[config.mk]
export PLATFORM = sky130hd
export DESIGN_NAME = pipe_stage_buf_flat
export DESIGN_NICKNAME = d
export VERILOG_FILES = /design/src/rtl/pipe_stage_buf_pkg.sv /design/src/rtl/pipe_stage_buf_if.sv /design/src/rtl/pipe_stage_ptr.sv /design/src/rtl/pipe_stage_buf.sv /design/src/flat_wrapper.sv
export SDC_FILE = /design/constraint.sdc
export NUM_CORES = 1
export LEC_CHECK = 0
export CORE_UTILIZATION = 47
export DETAILED_ROUTE_END_ITERATION = 8
export GPL_ROUTABILITY_DRIVEN = 0
export PLACE_DENSITY = 0.84
export SYNTH_ARGS = -nofsm -noshare
export SYNTH_HDL_FRONTEND = slang
export SYNTH_SLANG_ARGS = --single-unit
[constraint.sdc]
create_clock -name clk -period 7 [get_ports clk]
set_input_delay 1.05 -clock clk [delete_from_list [all_inputs] [get_ports clk]]
set_output_delay 1.05 -clock clk [all_outputs]
set_load 0.01 [all_outputs]
[src/rtl/pipe_stage_buf_pkg.sv]
// ---------------------------------------------------------------------------
// lc3b_types -- shared types and constants for the LC-3b pipeline stage
// buffers.
//
// Contents:
//   PIPE_DEPTH_MAX  : largest legal stage buffer depth (8)
//   stage_payload_t : packed stage payload (control word plus data fields),
//                     cast to the buffer's PAYLOAD_W where it is instantiated
//   ptr_width()     : pointer width for a given depth (never less than 1 bit)
// ---------------------------------------------------------------------------
package lc3b_types;

    localparam int PIPE_DEPTH_MAX = 8;

    // 64-bit stage payload: control word followed by the data fields
    // carried between pipeline stages.
    typedef struct packed {
        logic [15:0] ctrl;     // decoded control word
        logic [15:0] pc;       // PC of the instruction in this stage
        logic [15:0] ir;       // instruction register
        logic [15:0] alu_out;  // ALU / address result
    } stage_payload_t;

    // A depth-1 buffer still needs a 1-bit pointer so that no
    // zero-width vectors appear.
    function automatic int ptr_width(input int depth);
        return (depth > 1) ? $clog2(depth) : 1;
    endfunction

endpackage

[src/rtl/pipe_stage_buf_if.sv]
// ---------------------------------------------------------------------------
// pipe_stage_buf_if -- upstream/downstream handshake bundle of a stage buffer.
//
// Handshake: a payload moves across a side at a rising clk edge exactly when
// that side's valid and ready are both 1. Valid does not depend on ready. The
// buffer's ready and valid depend only on its registered state.
//
// Signals:
//   in_valid / in_ready / in_data    : upstream side (into the buffer)
//   out_valid / out_ready / out_data : downstream side (out of the buffer)
//
// Modports:
//   slave  : the buffer itself
//   master : the environment (upstream producer plus downstream consumer)
// ---------------------------------------------------------------------------
interface pipe_stage_buf_if #(
    parameter int PAYLOAD_W = 64
);
    logic                 in_valid;
    logic                 in_ready;
    logic [PAYLOAD_W-1:0] in_data;
    logic                 out_valid;
    logic                 out_ready;
    logic [PAYLOAD_W-1:0] out_data;

    modport slave (
        input  in_valid, in_data, out_ready,
        output in_ready, out_valid, out_data
    );

    modport master (
        output in_valid, in_data, out_ready,
        input  in_ready, out_valid, out_data
    );
endinterface

[src/rtl/pipe_stage_ptr.sv]
// ---------------------------------------------------------------------------
// pipe_stage_ptr -- modulo-DEPTH wrapping pointer.
//
// Ports:
//   clk   : clock, rising edge
//   clear : synchronous clear to 0 (wins over inc)
//   inc   : advance by one, wrapping DEPTH-1 -> 0
//   ptr   : current pointer value
//
// Wrapping is by explicit compare, so non-power-of-two depths work.
// ---------------------------------------------------------------------------
module pipe_stage_ptr
    import lc3b_types::*;
#(
    parameter int DEPTH = 2,
    parameter int PTR_W = ptr_width(DEPTH)
) (
    input  logic             clk,
    input  logic             clear,
    input  logic             inc,
    output logic [PTR_W-1:0] ptr
);

    always_ff @(posedge clk) begin
        if (clear) begin
            ptr <= '0;
        end else if (inc) begin
            if (ptr == PTR_W'(DEPTH - 1)) begin
                ptr <= '0;
            end else begin
                ptr <= ptr + PTR_W'(1);
            end
        end
    end

endmodule

[src/rtl/pipe_stage_buf.sv]
// ---------------------------------------------------------------------------
// pipe_stage_buf -- small FIFO buffer between two pipeline stages.
//
// Parameters:
//   PAYLOAD_W : payload width (default 64, the size of stage_payload_t)
//   DEPTH     : number of entries, 1..PIPE_DEPTH_MAX
//
// Ports:
//   clk    : clock, rising edge
//   reset  : synchronous active-high reset; empties the buffer
//   bus    : pipe_stage_buf_if.slave handshake bundle
//   count  : current occupancy
//   flush  : (only with PIPE_STAGE_FLUSH_EN) empties the buffer like reset;
//            used by redirect logic to squash wrong-path contents
//
// Configuration macro: PIPE_STAGE_FLUSH_EN adds the flush port.
//
// Behaviour: strict FIFO, one cycle latency, no bypass. in_ready/out_valid
// come from the registered count only, so there is no combinational path
// from out_ready to in_ready; a full buffer does not accept a push in the
// same cycle as a pop. out_data is read straight from storage.
// ---------------------------------------------------------------------------
module pipe_stage_buf
    import lc3b_types::*;
#(
    parameter int PAYLOAD_W = 64,
    parameter int DEPTH     = 2
) (
    input  logic                       clk,
    input  logic                       reset,
    pipe_stage_buf_if.slave            bus,
`ifdef PIPE_STAGE_FLUSH_EN
    input  logic                       flush,
`endif
    output logic [$clog2(DEPTH+1)-1:0] count
);

    localparam int CNT_W = $clog2(DEPTH + 1);
    localparam int PTR_W = ptr_width(DEPTH);

    logic [PAYLOAD_W-1:0] mem [0:DEPTH-1];
    logic [CNT_W-1:0]     count_q;
    logic [PTR_W-1:0]     rd_ptr;
    logic [PTR_W-1:0]     wr_ptr;
    logic                 push;
    logic                 pop;
    logic                 clear;
    logic                 squash;

`ifdef PIPE_STAGE_FLUSH_EN
    assign squash = flush;
`else
    assign squash = 1'b0;
`endif

    // Reset and flush both return the buffer to empty; reset ranks higher
    // but the effect is identical, so one clear term covers both.
    assign clear = reset | squash;

    assign bus.in_ready  = (count_q < CNT_W'(DEPTH));
    assign bus.out_valid = (count_q != '0);
    assign bus.out_data  = mem[rd_ptr];
    assign count         = count_q;

    assign push = bus.in_valid  & bus.in_ready;
    assign pop  = bus.out_valid & bus.out_ready;

    always_ff @(posedge clk) begin
        if (clear) begin
            count_q <= '0;
        end else begin
            case ({push, pop})
                2'b10:   count_q <= count_q + CNT_W'(1);
                2'b01:   count_q <= count_q - CNT_W'(1);
                default: count_q <= count_q;
            endcase
        end
    end

    // Storage is never cleared; entries are only visible while counted.
    always_ff @(posedge clk) begin
        if (push && !clear) begin
            mem[wr_ptr] <= bus.in_data;
        end
    end

    pipe_stage_ptr #(.DEPTH(DEPTH)) u_wr_ptr (
        .clk   (clk),
        .clear (clear),
        .inc   (push),
        .ptr   (wr_ptr)
    );

    pipe_stage_ptr #(.DEPTH(DEPTH)) u_rd_ptr (
        .clk   (clk),
        .clear (clear),
        .inc   (pop),
        .ptr   (rd_ptr)
    );

endmodule

[src/flat_wrapper.sv]
// flat-port wrapper written by rule: the top's interface ports become plain ports
module pipe_stage_buf_flat import lc3b_types::*;
#(
    parameter int PAYLOAD_W = 64,
    parameter int DEPTH     = 2
)
  (clk, reset, count, bus_in_valid, bus_in_data, bus_out_ready, bus_in_ready, bus_out_valid, bus_out_data);
  pipe_stage_buf_if #(.PAYLOAD_W(PAYLOAD_W)) bus_i ();
  input  logic clk;
  input  logic reset;
  output logic [$clog2(DEPTH+1)-1:0] count;
  input wire logic [$bits(bus_i.in_valid)-1:0] bus_in_valid;
  input wire logic [$bits(bus_i.in_data)-1:0] bus_in_data;
  input wire logic [$bits(bus_i.out_ready)-1:0] bus_out_ready;
  output wire logic [$bits(bus_i.in_ready)-1:0] bus_in_ready;
  output wire logic [$bits(bus_i.out_valid)-1:0] bus_out_valid;
  output wire logic [$bits(bus_i.out_data)-1:0] bus_out_data;
  assign bus_i.in_valid = bus_in_valid;
  assign bus_i.in_data = bus_in_data;
  assign bus_i.out_ready = bus_out_ready;
  assign bus_in_ready = bus_i.in_ready;
  assign bus_out_valid = bus_i.out_valid;
  assign bus_out_data = bus_i.out_data;
  pipe_stage_buf #(.PAYLOAD_W(PAYLOAD_W), .DEPTH(DEPTH)) u_core (.clk(clk), .reset(reset), .bus(bus_i), .count(count));
endmodule
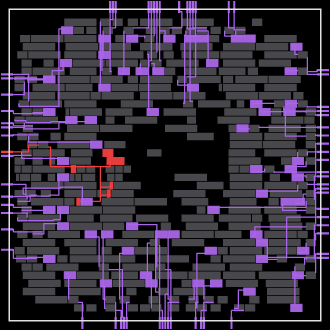
(images/port_trees.png)
(3 px per um)
- reset: red (bits 1; direction input; end cells 7; buffers 1; wire 71.9 um)
- bus_out_data: purple (bits 64; direction output; end cells 64; buffers 64; wire 1460 um)

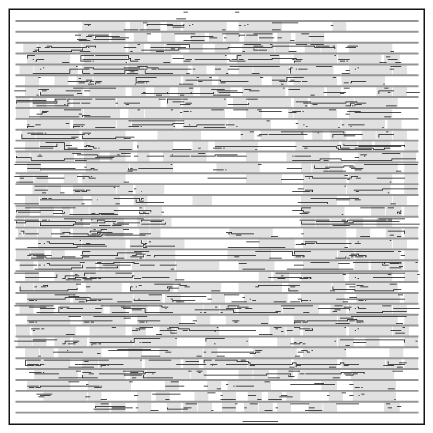
(images/m1.png)
(4 px per um) Supply wires on this layer in gray. Cells faint in the background.
- main direction: horizontal
- share of all routed wire: 40%
- nets with wire on the layer: 385
- wire length on this layer: 3400 um
- longest straight run: 32.2 um
Vias: 2529
wirelength, routed: 8590 um

==> results.json <==
{
  "combPwrFrac_pct": 23.7,
  "clock.fmax_mhz": 264,
  "insertion_delay_ps": 510,
  "aoi_share_pct": 0.363,
  "pg_clk_w": 0.000951,
  "post-route-drc-count": 0,
  "taps": 133,
  "comb_cell_power_w": 0.000613,
  "overflow": 0,
  "tritoncts": "done",
  "tightest_slew_ps": 728,
  "top_area_share_pct": 79.6,
  "finalClockSkew_ps": 5.92,
  "n_all_buffers": 140,
  "die_area_um2": 10700,
  "hold_class": "reg -> reg",
  "synthXorXnorAreaFrac_pct": 0.725,
  "ant_nets": 0,
  "flop_cell": "edfxtp_1",
  "comb_share_pct": 12.0,
  "grt_use_met2_pct": 30.1,
  "fin_nets": 443,
  "pwr-share-seq_pct": 39.5,
  "yosys_area_um2": 4830,
  "place_inst": 488,
  "grt_pass1_wl_um": 12900,
  "drv_slew": 0,
  "edf_count": 128,
  "switching_power_w": 0.000597,
  "min_period_ps": 3790,
  "timing.setup.tns_ps": 0,
  "cp-start-kind": "register",
  "top_cells_by_count": "128 x edfxtp_1, 64 x mux2_2, 6 x buf_4, 5 x dfxtp_1, 4 x nor2_1",
  "inverters": 1,
  "die_width_um": 103,
  "cap_violations": 0,
  "syn_area_per_cell_um2": 21.8,
  "antenna_cells": 0,
  "comb_area_um2": 842,
  "area_growth_pct": 44.7,
  "arrival_ps": 2740,
  "root_buffer": "clkbuf_8",
  "end_kind": "output pin",
  "ys_cells": 222,
  "ff_count": 133,
  "topCellsByArea": "edfxtp_1 80%, mux2_2 15%, dfxtp_1 2.1%",
  "clk_pin_slew_ps": 60,
  "p_per_area_nw_per_um2": 370,
  "p_leak_nw": 2.36,
  "critical_path_class": "reg -> out",
  "cts_buffers": 17,
  "worstPathMaxFanout": 36,
  "relSlewSlack_pct": 51.5,
  "buffer_area_share_pct": 19.9,
  "layout_top_cell": "clkdlybuf4s50_1",
  "design_area_um2": 6990,
  "ys_seq_share_pct": 81.7,
  "cts_hold_buffers": 0,
  "topCombFamilyByArea": "multiplexers",
  "hold_path_depth": 2,
  "seq_area_um2": 3950,
  "synth_cells": 222,
  "final_cell_mix": "135 x clkdlybuf4s50_1, 128 x edfxtp_1, 64 x mux2_2",
  "syn-num-nets": 291,
  "worst_r2r_startpoint": "u_core.count[1]$_SDFFE_PP0P_",
  "dp_hpwl_um": 5580,
  "ios": 136,
  "antenna_found_initial": 0,
  "seq_share_pct": 56.4,
  "warnings": 26,
  "setup_viol": 0,
  "top_layer": "met4",
  "placed_cell_area_um2": 6350,
  "grt_max_degree": 44,
  "most_common_cell": "edfxtp_1",
  "power-top-group": "registers",
  "fp_util_pct": 49.0,
  "status": "finished, final reports clean",
  "clockBufferDepth": 2,
  "ys_sh_mux_pct": 14.9,
  "grt_pass1_vias": 2677,
  "ctsResizeCount": 0,
  "r2r_setup_slack_ps": 5260,
  "grt.busiest_layer": "met2",
  "port_buffers": 135,
  "worstReg2RegEnd": "u_core.mem[1][21]$_DFFE_PP_",
  "firstDrtPassIters": 4,
  "ir_drop_uv": 198,
  "met2_length_um": 4570,
  "simple_gate_area_share_pct": 0.959,
  "synth_warnings": 0,
  "synth_cell_type_count": 18,
  "cts_setup_buffers": 0,
  "die_y_um": 103,
  "nFillCells": 616,
  "wire_per_inst_um": 16.6,
  "netSwitchingFraction_pct": 23.1,
  "powerSeq_w": 0.00102,
  "numSynthFlops": 133,
  "async_flop_share_pct": 0,
  "cp-endpoint": "bus_out_data[53]",
  "holdCritStartpoint": "u_core.u_rd_ptr.ptr$_SDFFE_PP0P_",
  "routed-wl-met3_um": 479,
  "syn_area_um2": 4830,
  "met1_length_um": 3400,
  "yosys.area.top_type": "edfxtp_1",
  "num-multi-input-gates": 81,
  "htreeDepth": 4,
  "cts.sinks": 133,
  "synth.cellmix.adderShare_pct": 0.259,
  "clk_share_pct": 9.22,
  "critical_path_required_ps": 5950,
  "p_int_w": 0.00199,
  "final_cells": 518,
  "design_power_total_w": 0.00259,
  "clkbuf_count": 17,
  "hold_viol_final": 0,
  "first_iter_violations": 44,
  "coreArea_um2": 9860,
  "clkPwrFrac_pct": 36.8,
  "fp-row-count": 36,
  "drive_gt1_share_pct": 26.2,
  "grt_use_met1_pct": 18.9,
  "met3_usage_pct": 5.24,
  "rsz0062_at_grt": "false",
  "largest_class": "registers",
  "finalClockPeriodUsage_pct": 54.2,
  "grt_use_total_pct": 17.0,
  "vias_per_cell": 4.88,
  "rr_worst_depth": 3
}
worst max-delay path: stages (launching register included):
cell             delay [ps]
dfxtp_2                 790
buf_4                   540
mux2_2                  410
clkdlybuf4s50_1         480
per-stage QoR:
step	setup slack, ps	utilization [%]	hold WS [ps]
3_3_place_gp	3700	64.3	498
6_report	3210	70.9	538
4_1_cts	3110	70.9	549
2_1_floorplan	560	-	481
5_1_grt	3030	70.9	570
3_5_place_dp	3670	64.3	519
sequential cells by signal (all words and copies together) (netlist names), named ones only:
name                 count
u_core.u_wr_ptr.ptr      1
u_core.mem             128
u_core.count             2
u_core.u_rd_ptr.ptr      1
cells by family after synthesis:
group / Yosys count
AOI/OAI and AO/OA: 3
and+or+nand+nor: 9
xor gates and xnor gates: 4
muxes: 64
adders and majority gates: 1
DFF: 133
buffers and inverters: 8
Power figures rest on the tool's default switching activity, not on a simulated workload.
